Figure 1. Where the registers sit (run 1).
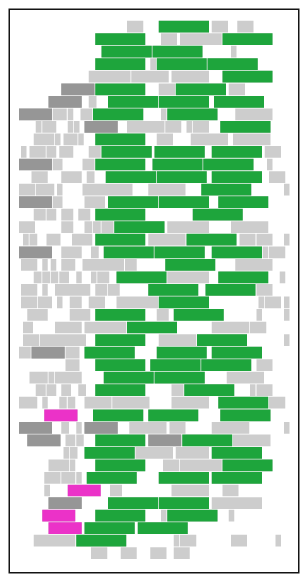
Figure 2. Routed metal per tile (run 1).
Scale bar: 20 um. The die is cut into 12 by 24 equal tiles; dark purple is low, yellow is high, scaled to the fullest tile. Values are wire area over tile area, all layers added.
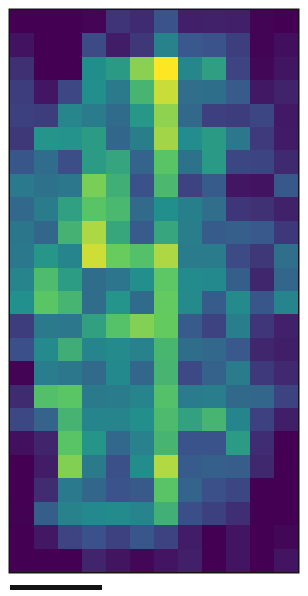
Figure 3. Placement view (run 1).
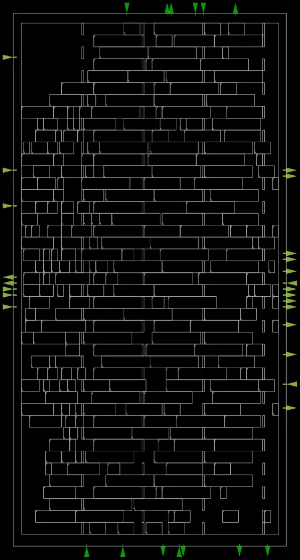
===== config.mk =====
export PLATFORM = sky130hd
export DESIGN_NAME = cs_result_buffer
export DESIGN_NICKNAME = d
export VERILOG_FILES = /design/src/rtl/cs_pkg.sv /design/src/rtl/cs_sync_fifo.sv /design/src/rtl/cs_result_buffer.sv
export SDC_FILE = /design/constraint.sdc
export NUM_CORES = 1
export LEC_CHECK = 0
export CORE_ASPECT_RATIO = 2
export CORE_MARGIN = 1.5
export CORE_UTILIZATION = 57
export DETAILED_ROUTE_END_ITERATION = 12
export PLACE_DENSITY = 0.79
export SYNTH_ARGS = -nofsm -noshare
export SYNTH_HDL_FRONTEND = slang
export SYNTH_SLANG_ARGS = --single-unit

===== constraint.sdc =====
create_clock -name clk -period 3.24 [get_ports clk]
set_input_delay 0.486 -clock clk [delete_from_list [all_inputs] [get_ports clk]]
set_output_delay 0.486 -clock clk [all_outputs]
set_load 0.01 [all_outputs]

===== src/rtl/cs_pkg.sv =====
// Shared constants and state encoding for the CS result buffer.
package cs_pkg;

  localparam int Y_W        = 10;
  localparam int DEPTH_DEF  = 8;
  localparam int WARMUP_DEF = 8;

  typedef enum logic {
    WARM = 1'b0,
    RUN  = 1'b1
  } state_t;

endpackage


===== src/rtl/cs_sync_fifo.sv =====
// Synchronous FIFO with pre-qualified push/pop. The head entry is visible the cycle after it is written.
// Pointers carry one extra wrap bit to tell full from empty. rd_data reads 0 while empty, so it is never X.
module cs_sync_fifo #(
  parameter int WIDTH = 10,
  parameter int DEPTH = 8
) (
  input  logic             clk,
  input  logic             reset,
  input  logic             push,
  input  logic [WIDTH-1:0] wr_data,
  input  logic             pop,
  output logic [WIDTH-1:0] rd_data,
  output logic             empty,
  output logic             full
);

  localparam int AW = $clog2(DEPTH);

  logic [WIDTH-1:0] mem [DEPTH];
  logic [AW:0]      wr_ptr;
  logic [AW:0]      rd_ptr;

  always_ff @(posedge clk) begin
    if (reset) begin
      wr_ptr <= '0;
      rd_ptr <= '0;
    end else begin
      if (push) begin
        mem[wr_ptr[AW-1:0]] <= wr_data;
        wr_ptr              <= wr_ptr + 1'b1;
      end
      if (pop) begin
        rd_ptr <= rd_ptr + 1'b1;
      end
    end
  end

  assign empty   = (wr_ptr == rd_ptr);
  assign full    = (wr_ptr[AW] != rd_ptr[AW]) && (wr_ptr[AW-1:0] == rd_ptr[AW-1:0]);
  assign rd_data = empty ? '0 : mem[rd_ptr[AW-1:0]];

endmodule


===== src/rtl/cs_result_buffer.sv =====
// Discards the first WARMUP filter results after reset, then buffers results for a ready/valid consumer.
// Optional CS_OVERFLOW_CNT_EN builds a saturating drop counter; otherwise drop_count is tied to 0.
module cs_result_buffer
  import cs_pkg::*;
#(
  parameter int DEPTH  = DEPTH_DEF,
  parameter int WARMUP = WARMUP_DEF
) (
  input  logic           clk,
  input  logic           reset,
  input  logic [Y_W-1:0] y_in,
  input  logic           y_valid,
  output logic [Y_W-1:0] out_data,
  output logic           out_valid,
  input  logic           out_ready,
  output logic           full,
  output logic           overflow,
  output logic [7:0]     drop_count
);

  localparam int            WW         = (WARMUP < 1) ? 1 : $clog2(WARMUP + 1);
  localparam logic [WW-1:0] WU_LAST    = (WARMUP > 0) ? WW'(WARMUP - 1) : '0;
  localparam state_t        STATE_INIT = (WARMUP == 0) ? RUN : WARM;

  state_t        state, state_nxt;
  logic [WW-1:0] wu_cnt, wu_cnt_nxt;
  logic          empty;
  logic          pop;
  logic          push;
  logic          drop;

  assign out_valid = !empty;
  assign pop       = out_valid && out_ready;
  // A full FIFO still accepts a sample when the head leaves in the same cycle.
  assign push      = (state == RUN) && y_valid && (!full || pop);
  assign drop      = (state == RUN) && y_valid && full && !pop;

  always_ff @(posedge clk) begin
    if (reset) begin
      state  <= STATE_INIT;
      wu_cnt <= '0;
    end else begin
      state  <= state_nxt;
      wu_cnt <= wu_cnt_nxt;
    end
  end

  always_comb begin
    state_nxt  = state;
    wu_cnt_nxt = wu_cnt;
    if (state == WARM && y_valid) begin
      wu_cnt_nxt = wu_cnt + 1'b1;
      if (wu_cnt == WU_LAST) begin
        state_nxt = RUN;
      end
    end
  end

  always_ff @(posedge clk) begin
    if (reset) begin
      overflow <= 1'b0;
    end else if (drop) begin
      overflow <= 1'b1;
    end
  end

`ifdef CS_OVERFLOW_CNT_EN
  logic [7:0] drop_cnt;

  always_ff @(posedge clk) begin
    if (reset) begin
      drop_cnt <= '0;
    end else if (drop && drop_cnt != 8'hFF) begin
      drop_cnt <= drop_cnt + 1'b1;
    end
  end

  assign drop_count = drop_cnt;
`else
  assign drop_count = '0;
`endif

  cs_sync_fifo #(
    .WIDTH (Y_W),
    .DEPTH (DEPTH)
  ) u_fifo (
    .clk     (clk),
    .reset   (reset),
    .push    (push),
    .wr_data (y_in),
    .pop     (pop),
    .rd_data (out_data),
    .empty   (empty),
    .full    (full)
  );

endmodule


==> results.yml, run 1 <==
# generated from flow reports
global_route:
  grt_pass1_wl_um: 10900
  overflow: 0
  antenna_found_initial: 0
  grt_max_degree: 21
  grt_pass1_vias: 2110
  gr-usage-all-layers_pct: 20.2
synth:
  top_area_share_pct: 59.6
  syn-cell-area_um2: 4030
  topCellsByArea: "edfxtp_1, mux4_2, dfxtp_1, mux2i_1, nor2_1"
  syn_inst: 235
  ys.flop_type: "edfxtp_1"
  yosys-top-cells-count: "edfxtp_1, nor2_1, mux4_2"
  postSynthSeqShare_pct: 68.1
  async_flop_share_pct: 0
  synth_cell_types: 38
  top_cell: "edfxtp_1"
  ys_chip_area_um2: 4030
  edf_count: 80
  ys.flops: 97
  syn_area_per_cell_um2: 17.1
  ys_cells: 235
  largest_area_cell: "edfxtp_1"
  ys_warn_count: 0
die:
  num_rows: 43
  die_w_um: 62.5
  core_um2: 6890
  io_pins: 35
  die_h_um: 122
  core_util_floorplan_pct: 58.5
  dieArea_um2: 7610
power:
  leakage_nw: 1.56
  total_power_w: 0.00248
  power_density_nw_per_um2: 522
  ir_worst_vdd_mv: 0.441
hold_path:
  min_delay_path_depth: 2
  hp-class: "reg2reg"
  hold_start: "overflow"
  min_delay_worst_endpoint: "overflow"
cts:
  worstSkewPairLatency_ps: 340
  cts_tree: "built"
  ctsResizeCount: 0
  cts-root-buf: "clkbuf_16"
  post-cts-setup-buffers: 0
  clk_pin_slew_ps: 60
  cts_buffers: 9
  cts_hold_buf: 0
  cts_sinks: 97
  clk_path_buf_depth: 2
  h-tree-depth: 3
sta:
  tightestPinTransition_ps: 679
  fin_worst_skew_ps: 5.54
  relSlewSlack_pct: 54.7
  rsz0062_at_grt: "no"
  max_freq_mhz: 357
  slew_viol_final: 0
  min_period_ps: 2800
  final-hold-violation-count: 0
  holdWs_ps: 473
  finalCritPeriodShare_pct: 86.4
  setup_tns_ps: 0
  setup_viol: 0
detailed_routing:
  drt_iter0_markers: 77
  wl_met3_um: 300
  ant_nets: 0
  wl_met1_um: 2490
  top_layer: "met4"
  drt_first_pass_iters: 4
  detail_route.vias_per_cell: 5.60
  remaining_drc_errors: 0
  wl_met2_um: 3960
  wl_per_cell_um: 18.8
setup_path:
  criticalPathCategory: "reg2out"
  crit_path_end_kind: "output pin"
  startpoint_type: "register"
  r2r_start: "u_fifo.wr_ptr[0]"
  reg2reg_slack_ps: 1070
  r2r-end: "u_fifo.mem[2][8]"
  arrival_ps: 2310
  rr_worst_depth: 5
  worstPathMaxFanout: 17
  cp.required_ps: 2750
place:
  dpl.cell_count: 352
  gp_congestion: 0.734
  placement.cell_area_um2: 4430
  place_hpwl_um: 4670
  numPortBuffers: 26
layout:
  area_growth_pct: 17.7
  drive_gt1_share_pct: 21.2
  final_area_um2: 4740
  final_nets: 290
  fillers: 480
  diodes: 0
flow_run:
  cap_violations: 0
  warnings: 26
outcome:
  status: "complete, no violations"
-- Figure 1 (at the start) --
netlist name	color	flops
u_fifo.rd_ptr	magenta	4
u_fifo.mem	green	80

-- Figure 2 (at the start) --
densest ninth of the die	center
fullest tile	0.43
tiles over half the peak	21%
nearly empty tiles	11%
emptiest ninth of the die	lower right
Vias: 2,060
Routed WL: 6930 um

-- Figure 3 (at the start) --
Finished Layout Cells: 368
sequential fraction of total cell area: 57.8%

==> run 1: area by class of cell <==
cell class                 count  area (um^2)  share of cell area, %
sequential                    97         2740                   57.8
multi-input combinational    122         1190                   25.1
timing repair buffer          39          370                   7.81
clock buffer                   9          225                   4.75
tap                           90          113                   2.37
clock inverter                 7         85.1                   1.79
inverter                       4         15.0                  0.317
==> run 1: state kept, by name, indices dropped and copies added, names as in the netlist, named ones only <==
signal,cells
u_fifo.mem,80
state,1
wu_cnt,4
u_fifo.rd_ptr,4
overflow,1
u_fifo.wr_ptr,4
==> run 1: power breakdown <==
group          internal [W]  switching [W]
logic             0.0000202      0.0000272
clock network      0.000667       0.000412
registers           0.00135     0.00000225
==> run 1: worst max-delay path, cell delays in order (launching register included) <==
cell	delay, ps
dfxtp_1	480
buf_12	230
mux4_2	520
mux2i_1	170
nor2_1	70
clkdlybuf4s50_1	490
==> run 1: cells in the final DEF, fill, tap and decap left out, types with 3 or more instances in the layout <==
cell,Yosys,routed
a21oi_1,5,5
dfxtp_1,17,17
xnor2_1,3,3
nand3_1,3,3
conb_1,1,8
nor2_1,24,24
mux2i_1,13,13
clkdlybuf4s50_1,0,26
nand2_1,4,4
ha_1,3,3
mux4_2,20,20
nor2b_1,4,4
xor2_2,3,3
buf_4,8,12
nor3_1,3,3
edfxtp_1,80,80
xor2_1,3,3
clkbuf_16,0,9
mux2_1,3,3
nor4_2,4,5
inv_1,4,4
==> run 1: kinds of logic after synthesis <==
family                     share of synthesized area, %
xor gates and xnor gates                           2.52
adders and majority gates                         0.931
other                                            0.0930
buffers and inverters                              3.17
muxes                                              15.2
AOI/OAI and AO/OA                                  1.99
and+or+nand+nor                                    8.01
DFF                                                68.1
==> run 1: how the worst max path moves through the flow <==
stage | endpoint | depth (start not counted) | start | slack (ps)
2_1_floorplan | u_fifo.mem[4][0] | 5 | u_fifo.wr_ptr[1] | 890
3_3_place_gp | out_data[5] | 5 | register | 800
3_5_place_dp | out_data[0] | 5 | register | 770
4_1_cts | out_data[0] | 5 | register | 400
5_1_grt | out_data[0] | 5 | register | 340
6_report | out_data[0] | 5 | register | 440
==> run 1: stage by stage <==
step           utilization [%]  worst slack, ps
2_1_floorplan                -              893
3_3_place_gp              64.4              798
3_5_place_dp              64.4              774
4_1_cts                   68.9              399
5_1_grt                   68.9              337
6_report                  68.9              442
==> run 1: layer usage <==
metal / up-vias / global-route usage (%)
met1: 1031 / 21.6
met4: 0 / 11.8
met5: - / 0
met2: 61 / 36.4
li1: 957 / -
met3: 11 / 4.43
Figure 4. Cells by drive strength (run 1).
Scale bar: 20 um.
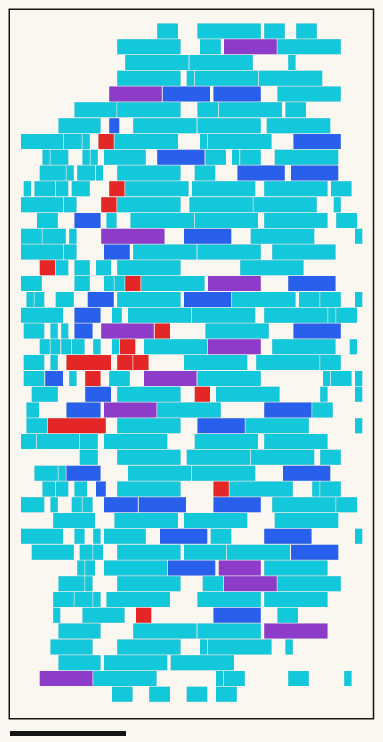

--- run 2 (diff from run 1) ---
--- a/config.mk
+++ b/config.mk
@@ -8,8 +8,10 @@
 export CORE_ASPECT_RATIO = 2
 export CORE_MARGIN = 1.5
 export CORE_UTILIZATION = 57
+export CTS_CLUSTER_SIZE = 25
 export DETAILED_ROUTE_END_ITERATION = 12
 export PLACE_DENSITY = 0.79
+export RECOVER_POWER = 100
 export SYNTH_ARGS = -nofsm -noshare
 export SYNTH_HDL_FRONTEND = slang
 export SYNTH_SLANG_ARGS = --single-unit
Figure 5. Cells by drive strength (run 2).
Scale bar: 20 um.
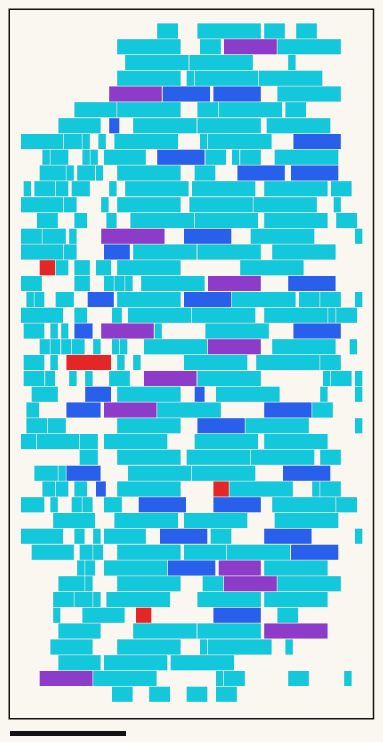
size	color	cells	share	most used
drive 1 or less	cyan	233	84%	edfxtp_1
drive 2	blue	29	10%	mux4_2
drive 3 to 4	red	4	1.4%	buf_4
drive 6 and up	purple	12	4.3%	clkbuf_16

==> run 2 against run 1 <==
Against the previous run:
- final area shrank 1.7%
- synthesized area stayed put
- utilization shrank 1.1 points
- highest routed layer unchanged
==> results.yml, run 2 <==
# generated from flow reports
layout:
  final_nets: 290
  fin_util_pct: 67.7
  diodes: 0
  fin_cells: 368
  fillers: 506
  largest_reg_flops: 80
  final_area_um2: 4660
  area_growth_pct: 15.7
  mostFrequentLayoutCell: "edfxtp_1"
  drive_gt1_share_pct: 16.2
  lay_top_cells: "edfxtp_1, nor2_1, mux4_2, dlygate4sd3_1, dfxtp_1"
power:
  total_power_w: 0.00247
  leakage_nw: 1.54
  ir_worst_vdd_mv: 0.440
  intPower_w: 0.00203
  power_frac_comb_pct: 1.8
  p_clk_share_pct: 43.5
  p_sw_w: 0.000438
  swShare_pct: 17.7
  power_density_nw_per_um2: 530
  power_frac_seq_pct: 54.7
cts:
  clk_pin_slew_ps: 60
  cts_sinks: 97
  h-tree-depth: 3
  cts_buffers: 9
  cts_hold_buf: 0
  worstSkewPairLatency_ps: 340
  cts_tree: "built"
  ctsResizeCount: 0
  clk_path_buf_depth: 2
  post-cts-setup-buffers: 0
  cts-root-buf: "clkbuf_16"
synth:
  syn_area_per_cell_um2: 17.1
  top_cell: "edfxtp_1"
  top_area_share_pct: 59.6
  postSynthSeqShare_pct: 68.1
  ys_cells: 235
  topCellsByArea: "edfxtp_1, mux4_2, dfxtp_1, mux2i_1, nor2_1"
  edf_count: 80
  largest_area_cell: "edfxtp_1"
  async_flop_share_pct: 0
  synth_cell_types: 38
  ys.flop_type: "edfxtp_1"
  ys_warn_count: 0
  syn-cell-area_um2: 4030
  ys_chip_area_um2: 4030
  yosys-top-cells-count: "edfxtp_1, nor2_1, mux4_2"
  ys.flops: 97
  syn_inst: 235
sta:
  max_freq_mhz: 344
  slew_viol_final: 0
  fin_worst_skew_ps: 6.42
  setup_tns_ps: 0
  relSlewSlack_pct: 34.3
  tightestPinTransition_ps: 973
  final-hold-violation-count: 0
  rsz0062_at_grt: "no"
  min_period_ps: 2910
  setup_viol: 0
  finalCritPeriodShare_pct: 89.8
global_route:
  grt_pass1_wl_um: 10900
  grt_max_degree: 21
  antenna_found_initial: 0
  grt_pass1_vias: 2110
  overflow: 0
  gr-usage-all-layers_pct: 20.2
flow_run:
  cap_violations: 0
  warnings: 26
place:
  place_hpwl_um: 4670
  dpl.cell_count: 352
  placement.cell_area_um2: 4430
  gp_congestion: 0.734
  numPortBuffers: 26
hold_path:
  hp-class: "reg2reg"
detailed_routing:
  vias: 2058
  totalWireLength_um: 6920
  wl_per_cell_um: 18.8
  remaining_drc_errors: 0
  ant_nets: 0
  drt_iter0_markers: 89
  drt_first_pass_iters: 4
  detail_route.vias_per_cell: 5.59
die:
  die_h_um: 122
  io_pins: 35
  core_um2: 6890
  dieArea_um2: 7610
  num_rows: 43
  die_w_um: 62.5
  core_util_floorplan_pct: 58.5
setup_path:
  cp.required_ps: 2750
  arrival_ps: 2420
  startpoint_type: "register"
  worstPathMaxFanout: 11
  criticalPathCategory: "reg2out"
  crit_path_end_kind: "output pin"
outcome:
  status: "complete, no violations"
==> run 2: cell count changes in the layout (fill, tap and decap cells not counted), moves of 2 or more <==
cell / previous run / this run
nor4_2: 5 / 3
clkbuf_1: 0 / 9
nor4_1: 0 / 2
dlygate4sd3_1: 0 / 20
buf_4: 12 / 2
clkdlybuf4s50_1: 26 / 6
==> run 2: worst paths after layout <==
kind,from,end,slack (ps),cells after the start
worst max-delay path,u_fifo.wr_ptr[0],out_data[5],330,5
worst min-delay path,overflow,overflow,470,2
worst max register to register,u_fifo.wr_ptr[0],u_fifo.mem[5][4],470,5
worst min register to register,overflow,overflow,470,2
==> run 2: cells by family (layout without fill, tap and decap cells) <==
logic type                 after synthesis  in the layout  synth area share (%)
buffers and inverters                   23             59                  3.17
DFF                                     97             97                  68.1
and+or+nand+nor                         56             56                  8.01
muxes                                   36             36                  15.2
AOI/OAI and AO/OA                       10             10                  1.99
xor gates and xnor gates                 9              9                  2.52
other                                    1              8                0.0930
adders and majority gates                3              3                 0.931
==> run 2: metal layers <==
| layer | part of all wire (%) | routed length (um) | global-route usage [%] |
|---|---|---|---|
| met1 | 37 | 2530 | 21.6 |
| met3 | 3.7 | 255 | 4.43 |
| met4 | 2.0 | 139 | 11.8 |
| met5 | 0 | 0 | 0 |
| met2 | 58 | 4000 | 36.4 |
==> run 2: layout make-up <==
type / count / area [um^2] / share of cell area, %
flip-flops and latches: 97 / 2740 / 58.8
multi-input cells: 122 / 1150 / 24.7
repair buffers: 39 / 334 / 7.16
clock buffers: 9 / 225 / 4.83
well taps: 90 / 113 / 2.41
clock inverters: 7 / 85.1 / 1.82
inverters: 4 / 15.0 / 0.322
==> run 2: critical path, stage by stage (launching register included) <==
cell and delay [ps]:
dfxtp_1 510, xor2_1 230, nor4_2 310, clkbuf_2 350, nor2_1 90, dlygate4sd3_1 610
==> run 2: per-stage QoR <==
stage          hold WS (ps)  setup slack [ps]
2_1_floorplan           487               893
6_report                467               330
3_3_place_gp            455               798
3_5_place_dp            460               774
5_1_grt                 505               176
4_1_cts                 478               399
==> run 2: power by group through the flow <==
stage / combinational (W) / sequential [W] / clock, W
after floorplan: 0.0000237 / 0.00138 / 0
after global placement: 0.0000463 / 0.00138 / 0
after detailed placement: 0.0000477 / 0.00138 / 0
after CTS: 0.0000478 / 0.00135 / 0.00109
after global routing: 0.0000500 / 0.00135 / 0.00114
final: 0.0000442 / 0.00135 / 0.00108
Figure 6. Routed metal per tile (run 2).
Scale bar: 20 um. The die is cut into 12 by 24 equal tiles; dark purple is low, yellow is high, scaled to the fullest tile. Values are wire area over tile area, all layers added.
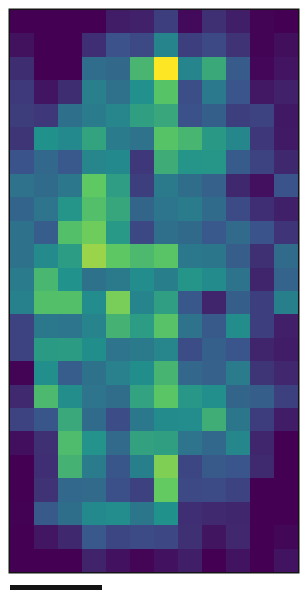

--- run 3 (diff from run 2) ---
--- a/config.mk
+++ b/config.mk
@@ -10,8 +10,10 @@
 export CORE_UTILIZATION = 57
 export CTS_CLUSTER_SIZE = 25
 export DETAILED_ROUTE_END_ITERATION = 12
+export GPL_TIMING_DRIVEN = 0
 export PLACE_DENSITY = 0.79
 export RECOVER_POWER = 100
 export SYNTH_ARGS = -nofsm -noshare
 export SYNTH_HDL_FRONTEND = slang
+export SYNTH_HIERARCHICAL = 1
 export SYNTH_SLANG_ARGS = --single-unit
Figure 7. Routed metal per tile (run 3).
Scale bar: 20 um. The die is cut into 12 by 24 equal tiles; dark purple is low, yellow is high, scaled to the fullest tile. Values are wire area over tile area, all layers added.
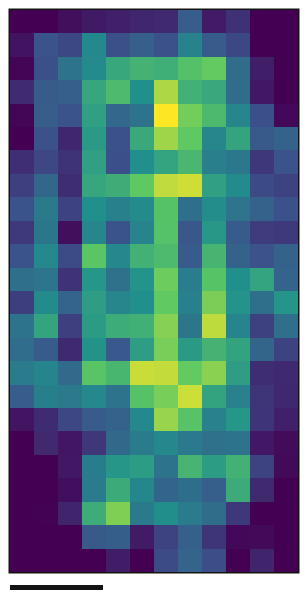
nearly empty tiles	11%
emptiest ninth of the die	lower left
tiles over half the peak	28%
mean over tiles	0.16
fullest tile	0.45
GRT Overall Usage: 22.5%
Vias: 2,258
Avg WL per Cell: 19.3 um
Routed WL: 7770 um

==> run 3 against run 2 <==
Against the previous run:
- critical path type is now reg2reg
- sequential share of layout area fell by 0.90 points
- power fell by 2.9%
- routed wire length rose by 12%
==> results.yml, run 3 <==
# generated from flow reports
power:
  p_clk_share_pct: 41.6
  ir_worst_vdd_mv: 0.443
  power_frac_comb_pct: 2.0
  intPower_w: 0.00196
  power_density_nw_per_um2: 506
  power_frac_seq_pct: 56.4
  p_sw_w: 0.000435
  leakage_nw: 1.63
  swShare_pct: 18.1
layout:
  fin_util_pct: 69.3
  drive_gt1_share_pct: 14.1
  final_area_um2: 4740
  final_nets: 325
  area_growth_pct: 18.5
  mostFrequentLayoutCell: "edfxtp_1"
  lay_top_cells: "edfxtp_1, mux2i_1, dlygate4sd3_1, a22oi_1, nor2_1"
  largest_reg_flops: 80
  diodes: 0
synth:
  synth_cell_types: 34
  ys_chip_area_um2: 4000
  yosys-top-cells-count: "edfxtp_1, mux2i_1, a22oi_1, nor2_1, dfxtp_1"
  ys_warn_count: 6
  ys.flop_type: "edfxtp_1"
  syn_area_per_cell_um2: 15.4
  syn-cell-area_um2: 4000
  postSynthSeqShare_pct: 68.6
  ys_cells: 260
  topCellsByArea: "edfxtp_1, mux2i_1, dfxtp_1, a22oi_1, buf_4"
  edf_count: 80
  ys.flops: 97
  async_flop_share_pct: 0
  top_cell: "edfxtp_1"
  largest_area_cell: "edfxtp_1"
  syn_inst: 260
  top_area_share_pct: 60.1
cts:
  post-cts-setup-buffers: 0
  cts-root-buf: "clkbuf_16"
  clk_pin_slew_ps: 60
  cts_hold_buf: 0
  cts_tree: "built"
  cts_buffers: 9
  h-tree-depth: 3
  clk_path_buf_depth: 2
  cts_sinks: 97
  worstSkewPairLatency_ps: 340
place:
  gp_congestion: 0.780
  placement.cell_area_um2: 4460
  numPortBuffers: 26
  place_hpwl_um: 5210
sta:
  relSlewSlack_pct: 29.3
  slew_viol_final: 0
  rsz0062_at_grt: "no"
  fin_worst_skew_ps: 4.46
  holdWs_ps: 482
  setup_viol: 0
  final-hold-violation-count: 0
  max_freq_mhz: 337
  tightestPinTransition_ps: 1060
  finalCritPeriodShare_pct: 91.6
  min_period_ps: 2970
setup_path:
  worstPathMaxFanout: 10
  crit_path_end_kind: "register"
  arrival_ps: 2960
  cp.required_ps: 3230
  criticalPathCategory: "reg2reg"
  startpoint_type: "register"
die:
  io_pins: 35
  core_um2: 6830
  dieArea_um2: 7550
  core_util_floorplan_pct: 58.5
  num_rows: 43
  die_w_um: 62.2
  die_h_um: 121
global_route:
  grt_pass1_wl_um: 12100
  grt_pass1_vias: 2384
  antenna_found_initial: 0
  grt_max_degree: 16
  overflow: 0
flow_run:
  cap_violations: 0
  warnings: 26
hold_path:
  hp-class: "reg2reg"
detailed_routing:
  drt_iter0_markers: 111
  remaining_drc_errors: 0
  detail_route.vias_per_cell: 5.60
  drt_first_pass_iters: 4
  ant_nets: 0
outcome:
  status: "complete, no violations"
run 3: netlist changes by cell type in the layout (fill, tap and decap cells not counted), moves of 6 or more:
cell	before	now
a22oi_1	0	20
mux4_2	20	0
clkbuf_1	9	3
and3_1	0	10
buf_4	2	11
mux2i_1	13	43
run 3: power by group through the flow:
| stage | registers, W | logic, W | clock network [W] |
|---|---|---|---|
| after floorplan | 0.00138 | 0.0000200 | 0 |
| after global placement | 0.00138 | 0.0000480 | 0 |
| after detailed placement | 0.00138 | 0.0000515 | 0 |
| after CTS | 0.00135 | 0.0000519 | 0.00102 |
| after global routing | 0.00135 | 0.0000535 | 0.00106 |
| final | 0.00135 | 0.0000490 | 0.000998 |
run 3: metrics by stage:
step	TNS, ps	cells	total power, W	setup WS [ps]
2_1_floorplan	0	267	0.00140	452
3_3_place_gp	-12650	383	0.00143	-571
3_5_place_dp	0	387	0.00143	273
4_1_cts	0	403	0.00242	247
5_1_grt	0	403	0.00247	61.8
6_report	0	403	0.00240	273
run 3: worst max-delay path, cell delays in order, from the launching register on:
cell	delay, ps
dfxtp_1	320
buf_6	140
xnor2_1	160
nand4_1	160
buf_4	210
inv_1	70
nand2b_1	170
a21oi_1	140
buf_2	220
nand2_1	120
nor3_2	530
clkbuf_1	380
run 3: layout make-up:
type                            count  area (um^2)
Tap cell                           90          113
Clock inverter                      6         57.6
Clock buffer                       10          229
Multi-Input combinational cell    145         1110
Sequential cell                    97         2740
Timing Repair Buffer               30          282
Buffer                             21          188
Fill cell                         506         2100
Inverter                            4         15.0
run 3: path summary, 6_finish.rpt:
check                   start          endpoint  slack, ps  depth (start not counted)
max          u_fifo/wr_ptr[0]  u_fifo/mem[6][9]        270                         11
min                  overflow          overflow        480                          2
max reg2reg  u_fifo/wr_ptr[0]  u_fifo/mem[6][9]        270                         11
min reg2reg          overflow          overflow        480                          2
run 3: layer usage:
| layer | vias up | global-route usage, % | wire length (um) |
|---|---|---|---|
| met5 | - | 0 | 0 |
| met4 | 0 | 14.2 | 188 |
| met2 | 50 | 38.7 | 4310 |
| met1 | 1133 | 25.6 | 3010 |
| met3 | 15 | 4.36 | 260 |
| li1 | 1060 | - | - |
run 3: cells by family (layout without fill, tap and decap cells):
family / after synthesis / in the layout / share of synthesized area [%]
xor+xnor: 12 / 12 / 2.82
simple gates: 55 / 55 / 7.08
buf+inv: 25 / 71 / 5.07
other cells: 1 / 8 / 0.0938
mux: 44 / 44 / 11.1
compound gates: 23 / 23 / 4.32
fa+ha+maj: 3 / 3 / 0.939
flops: 97 / 97 / 68.6
run 3: repair_timing:
action                                  in CTS  in global routing
endpoints found under the setup margin       0                 10
hold endpoints to repair                     0                  0
resized                                      0                  1
Power is estimated from default activity; no workload was simulated.
